<file path="config.mk">
export PLATFORM = sky130hd
export DESIGN_NAME = fetch_sequencer
export DESIGN_NICKNAME = d
export VERILOG_FILES = /design/src/rtl/fetch_sequencer.sv
export SDC_FILE = /design/constraint.sdc
export NUM_CORES = 1
export LEC_CHECK = 0
export CAP_MARGIN = 20
export CORE_UTILIZATION = 46
export DETAILED_ROUTE_END_ITERATION = 12
export PLACE_DENSITY = 0.89
export SLEW_MARGIN = 20
export SYNTH_ARGS = -nofsm -noshare
export SYNTH_HDL_FRONTEND = slang
export SYNTH_SLANG_ARGS = --single-unit
</file>
<file path="constraint.sdc">
create_clock -name clock -period 1.86 [get_ports clock]
set_clock_uncertainty 0.05 [all_clocks]
set_input_delay 0.372 -clock clock [delete_from_list [all_inputs] [get_ports clock]]
set_output_delay 0.372 -clock clock [all_outputs]
set_load 0.02 [all_outputs]
</file>
<file path="src/rtl/fetch_sequencer.sv">
// Instruction-fetch controller: owns the PC, issues one registered-memory read at a
// time, and hands each fetched word to decode over a valid/ready handshake.
module fetch_sequencer #(
    parameter int               WIDTH     = 16,
    parameter int               ADDR_W    = 6,
    parameter logic [WIDTH-1:0] HALT_WORD = '0
) (
    input  logic              clock,
    input  logic              reset,
    input  logic              start,
    output logic [ADDR_W-1:0] mem_addr,
    output logic              mem_rd_en,
    input  logic [WIDTH-1:0]  mem_data,
    output logic [WIDTH-1:0]  instr,
    output logic [ADDR_W-1:0] instr_pc,
    output logic              instr_valid,
    input  logic              instr_ready,
    input  logic              redirect_valid,
    input  logic [ADDR_W-1:0] redirect_addr,
    output logic              halted,
    output logic [15:0]       instr_count,
    output logic [2:0]        state_dbg
);

    typedef enum logic [2:0] {
        S_IDLE    = 3'd0,
        S_FETCH   = 3'd1,
        S_WAIT    = 3'd2,
        S_DELIVER = 3'd3,
        S_HALT    = 3'd4
    } state_t;

    localparam logic [ADDR_W-1:0] PC_STEP = ADDR_W'(WIDTH / 8);

    state_t            state_q, state_d;
    logic [ADDR_W-1:0] pc_q, pc_d;
    logic [WIDTH-1:0]  instr_q, instr_d;
    logic [ADDR_W-1:0] instr_pc_q, instr_pc_d;
    logic              instr_valid_q, instr_valid_d;
    logic              halted_q, halted_d;
    logic [15:0]       instr_count_q, instr_count_d;
    logic [ADDR_W-1:0] redirect_tgt;

    // Handshake: a transfer happens on a rising edge where instr_valid and
    // instr_ready are both high; instr/instr_pc stay fixed while valid waits.
    assign redirect_tgt = {redirect_addr[ADDR_W-1:1], 1'b0};

    always_ff @(posedge clock or posedge reset) begin
        if (reset) begin
            state_q       <= S_IDLE;
            pc_q          <= '0;
            instr_q       <= '0;
            instr_pc_q    <= '0;
            instr_valid_q <= 1'b0;
            halted_q      <= 1'b0;
            instr_count_q <= '0;
        end else begin
            state_q       <= state_d;
            pc_q          <= pc_d;
            instr_q       <= instr_d;
            instr_pc_q    <= instr_pc_d;
            instr_valid_q <= instr_valid_d;
            halted_q      <= halted_d;
            instr_count_q <= instr_count_d;
        end
    end

    always_comb begin
        state_d       = state_q;
        pc_d          = pc_q;
        instr_d       = instr_q;
        instr_pc_d    = instr_pc_q;
        instr_valid_d = instr_valid_q;
        halted_d      = halted_q;
        instr_count_d = instr_count_q;
        case (state_q)
            S_IDLE: begin
                if (redirect_valid) pc_d = redirect_tgt;
                if (start) state_d = S_FETCH;
            end
            S_FETCH: begin
                if (redirect_valid) pc_d = redirect_tgt;
                else state_d = S_WAIT;
            end
            S_WAIT: begin
                // A redirect discards the returning word without inspecting it.
                if (redirect_valid) begin
                    pc_d    = redirect_tgt;
                    state_d = S_FETCH;
                end else if (mem_data == HALT_WORD) begin
                    halted_d = 1'b1;
                    state_d  = S_HALT;
                end else begin
                    instr_d       = mem_data;
                    instr_pc_d    = pc_q;
                    pc_d          = pc_q + PC_STEP;
                    instr_valid_d = 1'b1;
                    state_d       = S_DELIVER;
                end
            end
            S_DELIVER: begin
                if (instr_valid_q && instr_ready) begin
                    instr_valid_d = 1'b0;
                    instr_count_d = instr_count_q + 16'd1;
                    state_d       = S_FETCH;
                end
                if (redirect_valid) begin
                    pc_d          = redirect_tgt;
                    instr_valid_d = 1'b0;
                    state_d       = S_FETCH;
                end
            end
            S_HALT: begin
                if (redirect_valid) begin
                    pc_d     = redirect_tgt;
                    halted_d = 1'b0;
                    state_d  = S_FETCH;
                end else if (start) begin
                    pc_d     = '0;
                    halted_d = 1'b0;
                    state_d  = S_FETCH;
                end
            end
            default: state_d = S_IDLE;
        endcase
    end

    assign mem_addr    = pc_q;
    assign mem_rd_en   = (state_q == S_FETCH);
    assign instr       = instr_q;
    assign instr_pc    = instr_pc_q;
    assign instr_valid = instr_valid_q;
    assign halted      = halted_q;
    assign instr_count = instr_count_q;
    assign state_dbg   = state_q;

endmodule

</file>
==> run notes, run 1 <==
The run finished with clean final reports. For the worst setup path, the data required time is 1990 ps. The final power report lists total power as 4200 uW. In this run the tools logged warnings totalling 28.

The number of pins exceeding their max-slew limit in the final report is 0. The violation tally from detailed-route iteration zero was 72. The fraction of layout instances using a drive strength above 1 works out to 27.6%. The async set-reset flop share out of synthesis works out to 100%. Per Yosys stat, the portion of area used by sequential elements is 49.7%. Via count of the first global-routing pass: 1751. The top cell types in the final layout, fill and taps aside, are 56 x clkdlybuf4s50_1, 46 x dfrtp_1, 24 x mux2_4.

Kind of start point of the critical path: a primary input. Per the detail_route report, vias per standard cell equal 5.08. The CTS clock-pin slew for the worst setup and hold paths was 90 ps; the worst slew margin relative to its limit was 57.0%.

The run gives 0 for the initial antenna violation count. Across all hold checks on the routed design, the worst slack comes to 324 ps. Per the timing report, the biggest fanout along the worst path comes to 11. Per the cell usage report, the commonest logic cell in the layout is clkdlybuf4s50_1. The count of input and output buffers was 73. The run gives 2360 um^2 for the chip area line of the yosys report.

The insertion delay at the late pin of the worst-skew pair is 290 ps. The critical path class was in -> reg. The total overflow left after global routing is 0.

Of the post-synthesis cell area, the part taken by muxes is 17.0%. Synthesis-to-finish area growth: 46.6%. Summing the areas of all fa, ha and maj instances in the mapped netlist gives 1.06% of the synthesized area. Per the layout area report, the register area comes to 1180 um^2.

The worst setup path is captured at a flop. The portion of the clock cycle consumed by the worst path in the final layout is 97.3%. Yosys stat counts 179 cells in the synthesized netlist. In the Yosys stats the netlist draws on 39 distinct library cells. In this run the power density over the cells is 1210 nW/um^2. After synthesis, the mean cell area works out to 13.2 um^2. The root buffer cell chosen for the clock tree is clkbuf_8. Yosys mapped a number of flops with a built-in enable equal to 0. In the placement report, post-DP HPWL is listed as 3.76 mm. The area fraction in and, or, nand and nor cells is 14.3%. The total area inside the core boundary comes to 4850 um^2.

The H-tree generated during clock tree synthesis spans 2 levels. Max-cap violations in this run came to 0. In this run the deepest clock path goes through 2 buffers. The share of synthesized area in the top cell type comes to 49.7%.

For the remaining number of nets flagged by the antenna check after routing, the log shows 0. With the post-synthesis instance area at 2360 um^2, the and-or/or-and share of the synthesized area is 6.08%. TritonRoute reported its final design rule violation total as 0.

The run gives 77 as the top-level I/O count.
-- run 1: logic make-up (layout without fill, tap and decap cells) --
| family | count (synthesis) | count (layout) |
|---|---|---|
| AND-OR/OR-AND | 20 | 20 |
| XOR/XNOR | 18 | 18 |
| adder cells (fa/ha/maj) | 2 | 2 |
| buffers and inverters | 15 | 107 |
| flip-flops | 47 | 47 |
| multiplexers | 28 | 28 |
| other | 1 | 2 |
| AND/OR/NAND/NOR | 48 | 48 |
-- run 1: path summary, 6_finish.rpt --
check | cells past startpoint | slack (ps) | start | to
min | 2 | 320 | mem_data[5] | instr[5]
max | 6 | 50 | redirect_valid | instr[3]
max reg2reg | 6 | 80 | state_dbg[1] | instr[3]
min in group asynchronous | 3 | 370 | reset | instr_count[12]
max in group asynchronous | 3 | 1170 | reset | state_dbg[1]
min reg2reg | 1 | 440 | instr_count[15] | instr_count[15]
-- run 1: area by class of cell --
type | count | share of cell area (%)
inverter | 3 | 0.325
timing repair buffer | 96 | 28.2
clock buffer | 6 | 2.38
multi-input combinational | 118 | 31.7
sequential | 47 | 34.0
clock inverter | 2 | 1.01
tap | 67 | 2.42
-- run 1: critical path, cell delays in order --
cell and delay [ps]:
clkdlybuf4s50_1 440, buf_4 180, nor3_4 330, nand2_4 130, buf_12 180, mux2_4 300
-- run 1: power by group --
group | switching [uW] | internal (uW)
sequential | 240 | 1330
combinational | 798 | 1050
clock | 346 | 435
-- run 1: sequential cells by signal (all words and copies together) (netlist names) --
signal	cells
instr	16
instr_count	16
instr_pc	5
mem_addr	5
state_dbg	3
halted	1
instr_valid	1
-- run 1: what timing repair did --
item,4_1_cts,5_1_grt
endpoints found under the setup margin,25,28
pin swaps,3,4
buffers inserted,1,2
gates resized,7,15
hold buffers,0,0
cloned,0,1
-- run 1: synth_stat cells (4+ instances only) --
cell     number
nand3_1       8
buf_2         4
nor2_1        4
a22o_1        4
and3_1        4
dfrtp_1      47
xnor2_1      15
o21ai_0       7
nand4_1       5
nor4_2        4
nand2_1       7
mux2_4       24
-- run 1: metal layers --
metal	GRT usage (%)	up-vias	wire [um]
met2	35.3	53	2680
met1	27.6	851	2350
met5	0	-	0
met3	2.47	5	163
met4	5.98	0	62
li1	-	814	-
-- run 1: metrics by stage --
| step | instances | area [um^2] | worst slack (ps) | TNS [ps] | util, % |
|---|---|---|---|---|---|
| after floorplan | 180 | 2370 | 104 | 0 | - |
| after global placement | 328 | 3260 | -298 | -7500 | 67.3 |
| after detailed placement | 328 | 3260 | -354 | -9010 | 67.3 |
| after CTS | 337 | 3380 | -8.68 | -8.68 | 69.8 |
| after global routing | 339 | 3470 | 0.836 | 0 | 71.5 |
| final | 339 | 3470 | 50.0 | 0 | 71.5 |
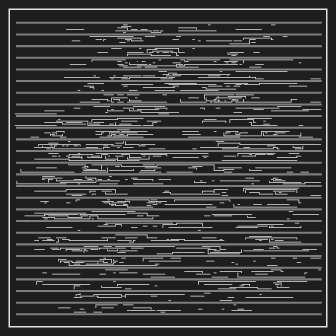
Run 1: the metal 1 layer
Supply wires on this layer in grey.
260 nets have wire on it. The layer holds 45% of the routed length. The longest straight run is 26.2 um. The wires run mostly horizontal.
met1 Track Usage GR: 27.6%
number of vias in the routed layout: 1723
routed wire length: 5.26 mm

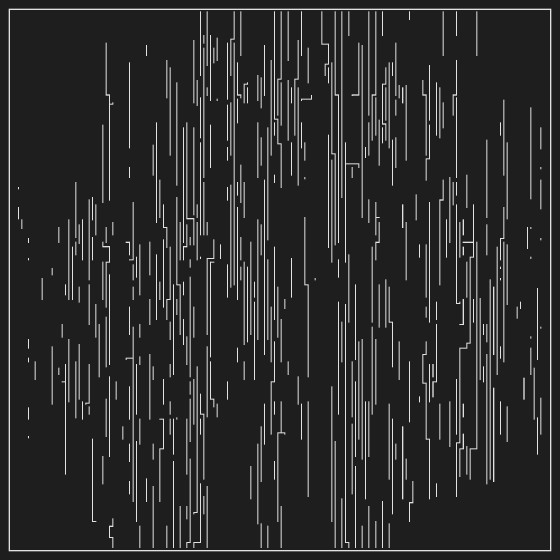
Run 1: signal wires on met2
The longest straight run is 33.0 um. The wires run mostly vertical. The layer carries 2680 um of wire.

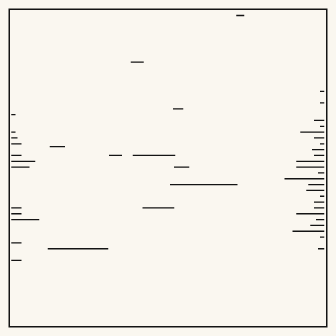
Run 1: metal 3
The wires run mostly horizontal. The longest straight run is 15.4 um. The layer carries 163 um of wire. The layer holds 3.1% of the routed length.

Run 1, routed metal per tile:
Bar = 20 um. The die is cut into 15 by 15 equal tiles; dark purple is low, yellow is high, scaled to the fullest tile. Values are wire area over tile area, all layers added.
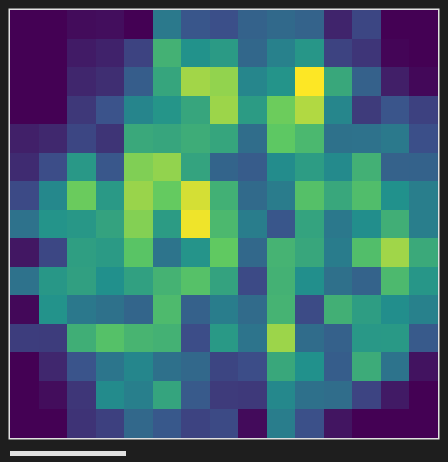

==> run 2: changes to the inputs <==
--- a/config.mk
+++ b/config.mk
@@ -8,7 +8,8 @@
 export CAP_MARGIN = 20
 export CORE_UTILIZATION = 46
 export DETAILED_ROUTE_END_ITERATION = 12
-export PLACE_DENSITY = 0.89
+export HOLD_SLACK_MARGIN = 0.03
+export PLACE_DENSITY_LB_ADDON = 0.1
 export SLEW_MARGIN = 20
 export SYNTH_ARGS = -nofsm -noshare
 export SYNTH_HDL_FRONTEND = slang
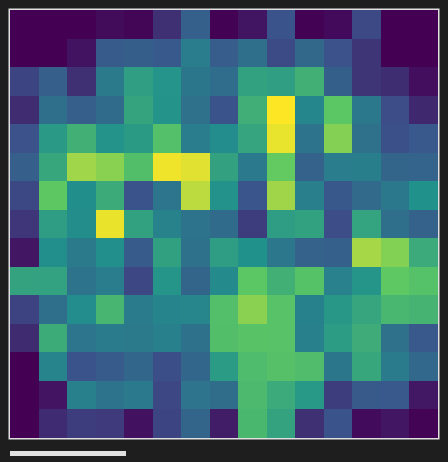
Run 2: routed metal per tile
Bar = 20 um. The die is cut into 15 by 15 equal tiles; dark purple is low, yellow is high, scaled to the fullest tile. Values are wire area over tile area, all layers added.
The fullest tile reaches 0.35. 7.1% of the tiles are nearly empty. 33% of the tiles are over half the peak.
total routing resource utilization after global routing: 18.6%
number of vias in the routed layout: 1711
routed wire length: 4.86 mm

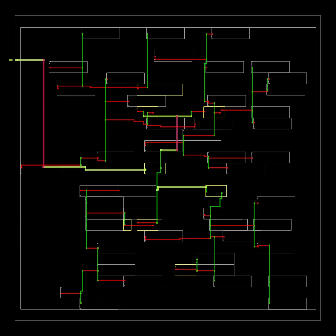
Run 2: clock nets
clock network power: 772 uW
number of clock sinks: 47
number of buffers created by CTS: 5

==> run 2 against run 1 <==
Net effect: via count shrank 0.70%; design area down 0.61%; sequential cell count is the same; synthesized area unchanged; non-clock buffer count is 2 higher; maximum frequency decreased by 0.27%; critical path depth is the same; routed wire length is 7.6% lower; sequential power about the same.
==> run notes, run 2 <==
In the setup report, the worst path falls into the class in -> reg. Yosys stat counts 179 cells in the synthesized netlist. For reference, the top cells by count after synthesis are 47 x dfrtp_1, 24 x mux2_4, 15 x xnor2_1. Per the post-CTS timing run, clock transition at the registers of the reported paths is 90 ps. The distinct cell type count after synthesis is 39, and the maximum single-stage delay on the critical path is 460 ps.

Cell chosen for the clock root: clkbuf_8. The switching part of the total power was 32.4%. The post-synthesis average cell area was 13.2 um^2; the number of cells on the worst reg-to-reg path was 6. STA lists the maximum fanout along the critical path as 9. Measured against its own limit, the worst slew margin works out to 62.5%. The area growth from synthesis to layout is 45.7%. The flow ran to the end, and the final reports show no timing, DRC or antenna violations. The tools report the number of violations of the max-capacitance limit as 0. For this design, the slowest cell found on the critical path is clkdlybuf4s50_1. The insertion delay at the late pin of the worst-skew pair was 300 ps; the data required time at the worst endpoint was 1980 ps. The chip area line of the yosys report is 2360 um^2. The internal power is 2820 uW, and the total placed cells including tap cells is 330. Aggregate global routing overflow: 0.

The fraction of layout instances using a drive strength above 1 is 27.4%. The most instantiated library cell after synthesis is dfrtp_1. At the end of the flow the core is filled with cells to 71.1%. Yosys reports that the leading cell type by area covers 49.7% of the netlist area. With the final routed DRC violation total at 0, the initial antenna violation count is 0. Per the synth stats, the proportion of register bits with asynchronous set or reset is 100%. The worst setup path is launched from a primary input. Once detailed placement completed, the half-perimeter wirelength came to 3.52 mm.

In this run the power spent charging and discharging nets is 1350 uW. Yosys mapped a number of flops with a built-in enable equal to 0. For met2 alone, demand over resource in global routing was 30.5%. The run gives 341 as the number of standard cells in the final layout excluding fillers.

In this run the number of H-tree levels came out at 2. The violation tally from detailed-route iteration zero is 75, and the OpenROAD warning count is 27.
## run 2: cell counts after synthesis
Identical to the previous run, type by type.
## run 2: logic make-up (layout without fill, tap and decap cells)
family	Yosys count	count (layout)	synth area share, %
AND-OR/OR-AND	20	20	6.08
XOR/XNOR	18	18	6.67
adder cells (fa/ha/maj)	2	2	1.06
buffers and inverters	15	109	4.97
flip-flops	47	47	49.7
multiplexers	28	28	17.0
other	1	2	0.159
AND/OR/NAND/NOR	48	48	14.3
## run 2: power by group through the flow
| stage | Sequential, uW | Combinational, uW | Clock [uW] |
|---|---|---|---|
| floorplan | 1930 | 647 | 0 |
| global placement | 1570 | 1840 | 0 |
| detailed placement | 1580 | 1860 | 0 |
| CTS | 1560 | 1850 | 788 |
| global route | 1600 | 1950 | 818 |
| finish | 1560 | 1840 | 772 |
## run 2: area by class of cell
cell class	instances	area (um^2)
clock buffer	6	82.6
fill	375	1400
inverter	3	11.3
tap	67	83.8
multi-input combinational	118	1110
sequential	47	1180
timing repair buffer	98	946
clock inverter	2	35.0
## run 2: what timing repair did
item,4_1_cts,5_1_grt
buffers inserted,1,2
gates cloned,0,0
endpoints found under the setup margin,24,6
gates resized,14,5
pin swaps,6,6
hold endpoints to repair,0,0
hold buffers,0,0
## run 2: path summary, 6_finish.rpt
check | to | from | slack [ps]
max | instr_pc[4] | mem_data[6] | 50
min | instr_count[5] | reset | 370
max reg2reg | mem_addr[2] | state_dbg[1] | 110
min reg2reg | instr_count[15] | instr_count[15] | 420
max in group asynchronous | instr_pc[1] | reset | 1150
min in group clock | instr[0] | mem_data[0] | 390
## run 2: stage by stage
step | power [uW] | instance area, um^2 | TNS (ps) | setup WS [ps]
after floorplan | 2580 | 2370 | 0 | 104
final | 4170 | 3450 | 0 | 45.1
after detailed placement | 3440 | 3280 | -9170 | -368
after global placement | 3400 | 3280 | -8670 | -341
after global routing | 4370 | 3450 | -23.8 | -13.2
after CTS | 4200 | 3410 | 0 | 25.5
## run 2: layer usage
metal	vias up	part of all wire, %	wire [um]
li1	820	-	-
met1	825	44	2160
met2	56	49	2380
met3	10	5.1	249
met4	0	1.7	82
met5	-	0	0
## run 2: critical path: cells and delay by family
family                 cells  cell delay, ps
AND/OR/NAND/NOR            3             630
multiplexers               1             330
buffers and inverters      2             600
Run 2, signal wires on met2:
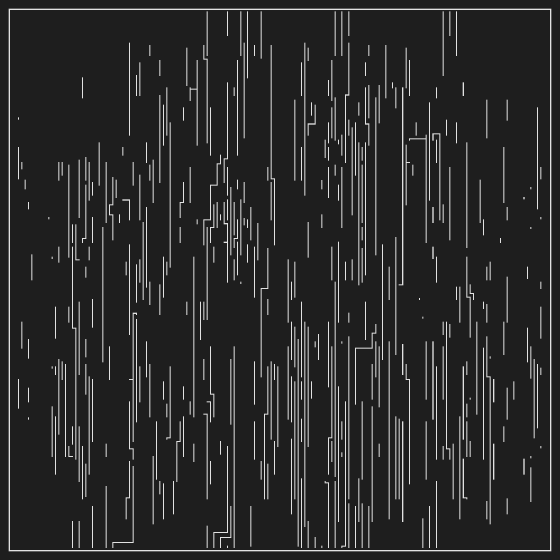

==> run 3: changes to the inputs <==
==> constraint.sdc (replaced) <==
create_clock -name clock -period 1.69 [get_ports clock]
set_clock_uncertainty 0.05 [all_clocks]
set_input_delay 0.338 -clock clock [delete_from_list [all_inputs] [get_ports clock]]
set_output_delay 0.338 -clock clock [all_outputs]
set_load 0.02 [all_outputs]
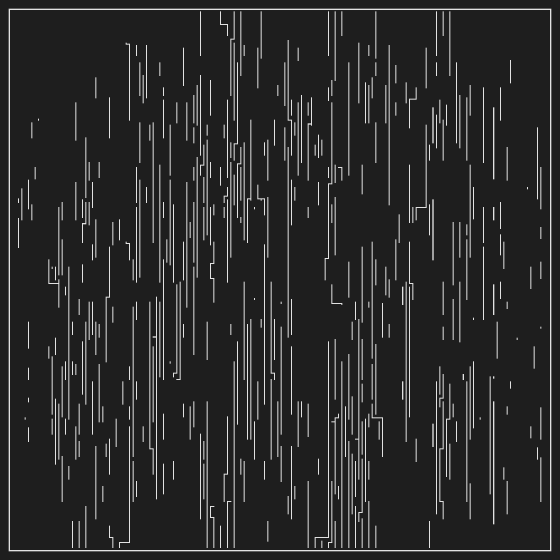
Run 3: signal wires on met2
The layer holds 48% of the routed length. The layer carries 2360 um of wire. 283 nets have wire on it.

==> run 3 against run 2 <==
Net effect: synthesized cell count is the same; die area is the same; largest power group unchanged; combinational power grew about 10%; power grew 10%; largest cell class unchanged; final cell count grew 2.9%.
==> run notes, run 3 <==
The via count normalized by instance count works out to 4.93. The critical path capture point type was a flop. Setup total negative slack on the finished layout was measured at 0 ps. Per the cell usage report, the commonest logic cell in the layout is dfrtp_1.

The number of violations of the max-capacitance limit came out at 0. The cell sitting at the root of the clock tree is a clkbuf_8. The tools report the total wire length after detailed routing as 4.92 mm. For the worst setup path, the data required time is 1830 ps. The run gives 51.4% for the synthesis-to-finish area growth.

The logs give 1580 for the via count of the first global-routing pass and 5 for the number of clock buffers inserted by TritonCTS. The initial antenna violation count came out at 0. The run finished with clean final reports. The run gives 100 as the violation tally from detailed-route iteration zero. The total routing resource utilization after global routing was 18.9%. The tools report the remaining number of nets flagged by the antenna check after routing as 0. The logs give a warning total of 30. Summing internal, switching and leakage power gives 4590 uW. In the CTS report, the clock slew at the register clock pins of the worst setup and hold paths is listed as 90 ps. Per STA, the worst path is made up of buf_8 > o21ai_4 > o31ai_4 > a211oi_4 > buf_6 > mux2_4. According to the floorplan report, the placeable core area is 4850 um^2. For reference, the top cells by count after synthesis are 47 x dfrtp_1, 24 x mux2_4, 15 x xnor2_1. After layout, the worst path uses 98.5% of the clock period. The run gives 100% for the async set-reset flop share out of synthesis.

The layout summary lists the proportion of cells stronger than drive strength 1 as 33.5%. The final routed DRC violation total is 0. The share of the yosys chip area belonging to registers is 49.7%. The critical path class is reg -> reg.

Per the CTS log, the maximum H-tree level is 2. The largest single stage delay on the critical path is 430 ps. Per the final report, max-transition violations number 0. Recorded from the global router log, the overflow total was 0. The number of enable flip-flop cells was 0.

The final report gives the core utilization as 73.9%. The top-level I/O count came out at 77. The maximum clock insertion buffer count was 2; the count of input and output buffers was 73. The power density over the cells is 1280 nW/um^2. In the placement report, post-DP HPWL is listed as 3.53 mm.

By instance count after routing, the leading logic cell types are 44 x dfrtp_1, 36 x dlygate4sd2_1, 28 x buf_4. The area fraction of the largest cell type after synthesis is 49.7%. The largest fanout on the critical path works out to 7.
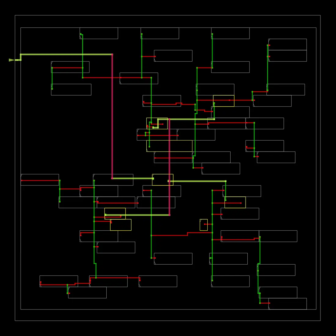
Run 3: clock nets
clock network power: 852 uW
clk latency late pin: 300 ps
count of clock buffers in the final design: 6
registers: 47

[run 3: logic make-up (layout without fill, tap and decap cells)]
kind of cell | count (synthesis) | count (layout) | share of synthesized area, %
compound gates | 20 | 20 | 6.08
xor+xnor | 18 | 18 | 6.67
fa+ha+maj | 2 | 2 | 1.06
buf+inv | 15 | 119 | 4.97
flops | 47 | 47 | 49.7
mux | 28 | 28 | 17.0
other cells | 1 | 2 | 0.159
simple gates | 48 | 48 | 14.3
[run 3: through the flow]
stage / worst slack [ps] / cells
after floorplan: -3.02 / 180
after detailed placement: -524 / 334
final: 25.8 / 351
after global placement: -472 / 334
after global routing: -23.8 / 351
after CTS: -6.76 / 349
[run 3: final timing paths]
| kind | startpoint | end | slack [ps] | depth (start not counted) |
|---|---|---|---|---|
| worst max-delay path | state_dbg[1] | mem_addr[2] | 30 | 6 |
| worst min-delay path | reset | instr[6] | 340 | 3 |
| worst max register to register | state_dbg[1] | mem_addr[2] | 30 | 6 |
| worst min register to register | instr_count[15] | instr_count[15] | 420 | 1 |
| max in group asynchronous | reset | state_dbg[1] | 1020 | 3 |
| min in group clock | mem_data[0] | instr[0] | 380 | 2 |
[run 3: what timing repair did]
item / 4_1_cts / 5_1_grt
setup buffers: 7 / 2
hold buffers: 0 / 0
pin swaps: 8 / 7
gates resized: 53 / 26
endpoints found under the hold margin: 0 / 0
endpoints found under the setup margin: 52 / 47
[run 3: worst max-delay path, delay by kind of cell, from the launching register on]
kind | cells | cell delay (ps)
flip-flops | 1 | 430
AND-OR/OR-AND | 3 | 470
buffers and inverters | 2 | 310
multiplexers | 1 | 290
[run 3: layer usage]
metal	track usage [%]	vias up	wire (um)
met1	26.2	839	2250
met5	0	-	0
met3	4.12	5	254
met4	5.77	0	53
li1	-	841	-
met2	29.7	47	2360
[run 3: area by class of cell]
| cell class | count | area [um^2] |
|---|---|---|
| fillers | 347 | 1270 |
| flip-flops and latches | 47 | 1180 |
| multi-input cells | 118 | 1130 |
| repair buffers | 108 | 1060 |
| well taps | 67 | 83.8 |
| clock buffers | 6 | 82.6 |
| clock inverters | 2 | 35.0 |
| inverters | 3 | 11.3 |
[run 3: power breakdown]
group	internal (uW)	total, uW	switching, uW
registers	1470	1720	253
logic	1130	2020	888
clock network	479	852	373
Power figures rest on the tool's default switching activity, not on a simulated workload.
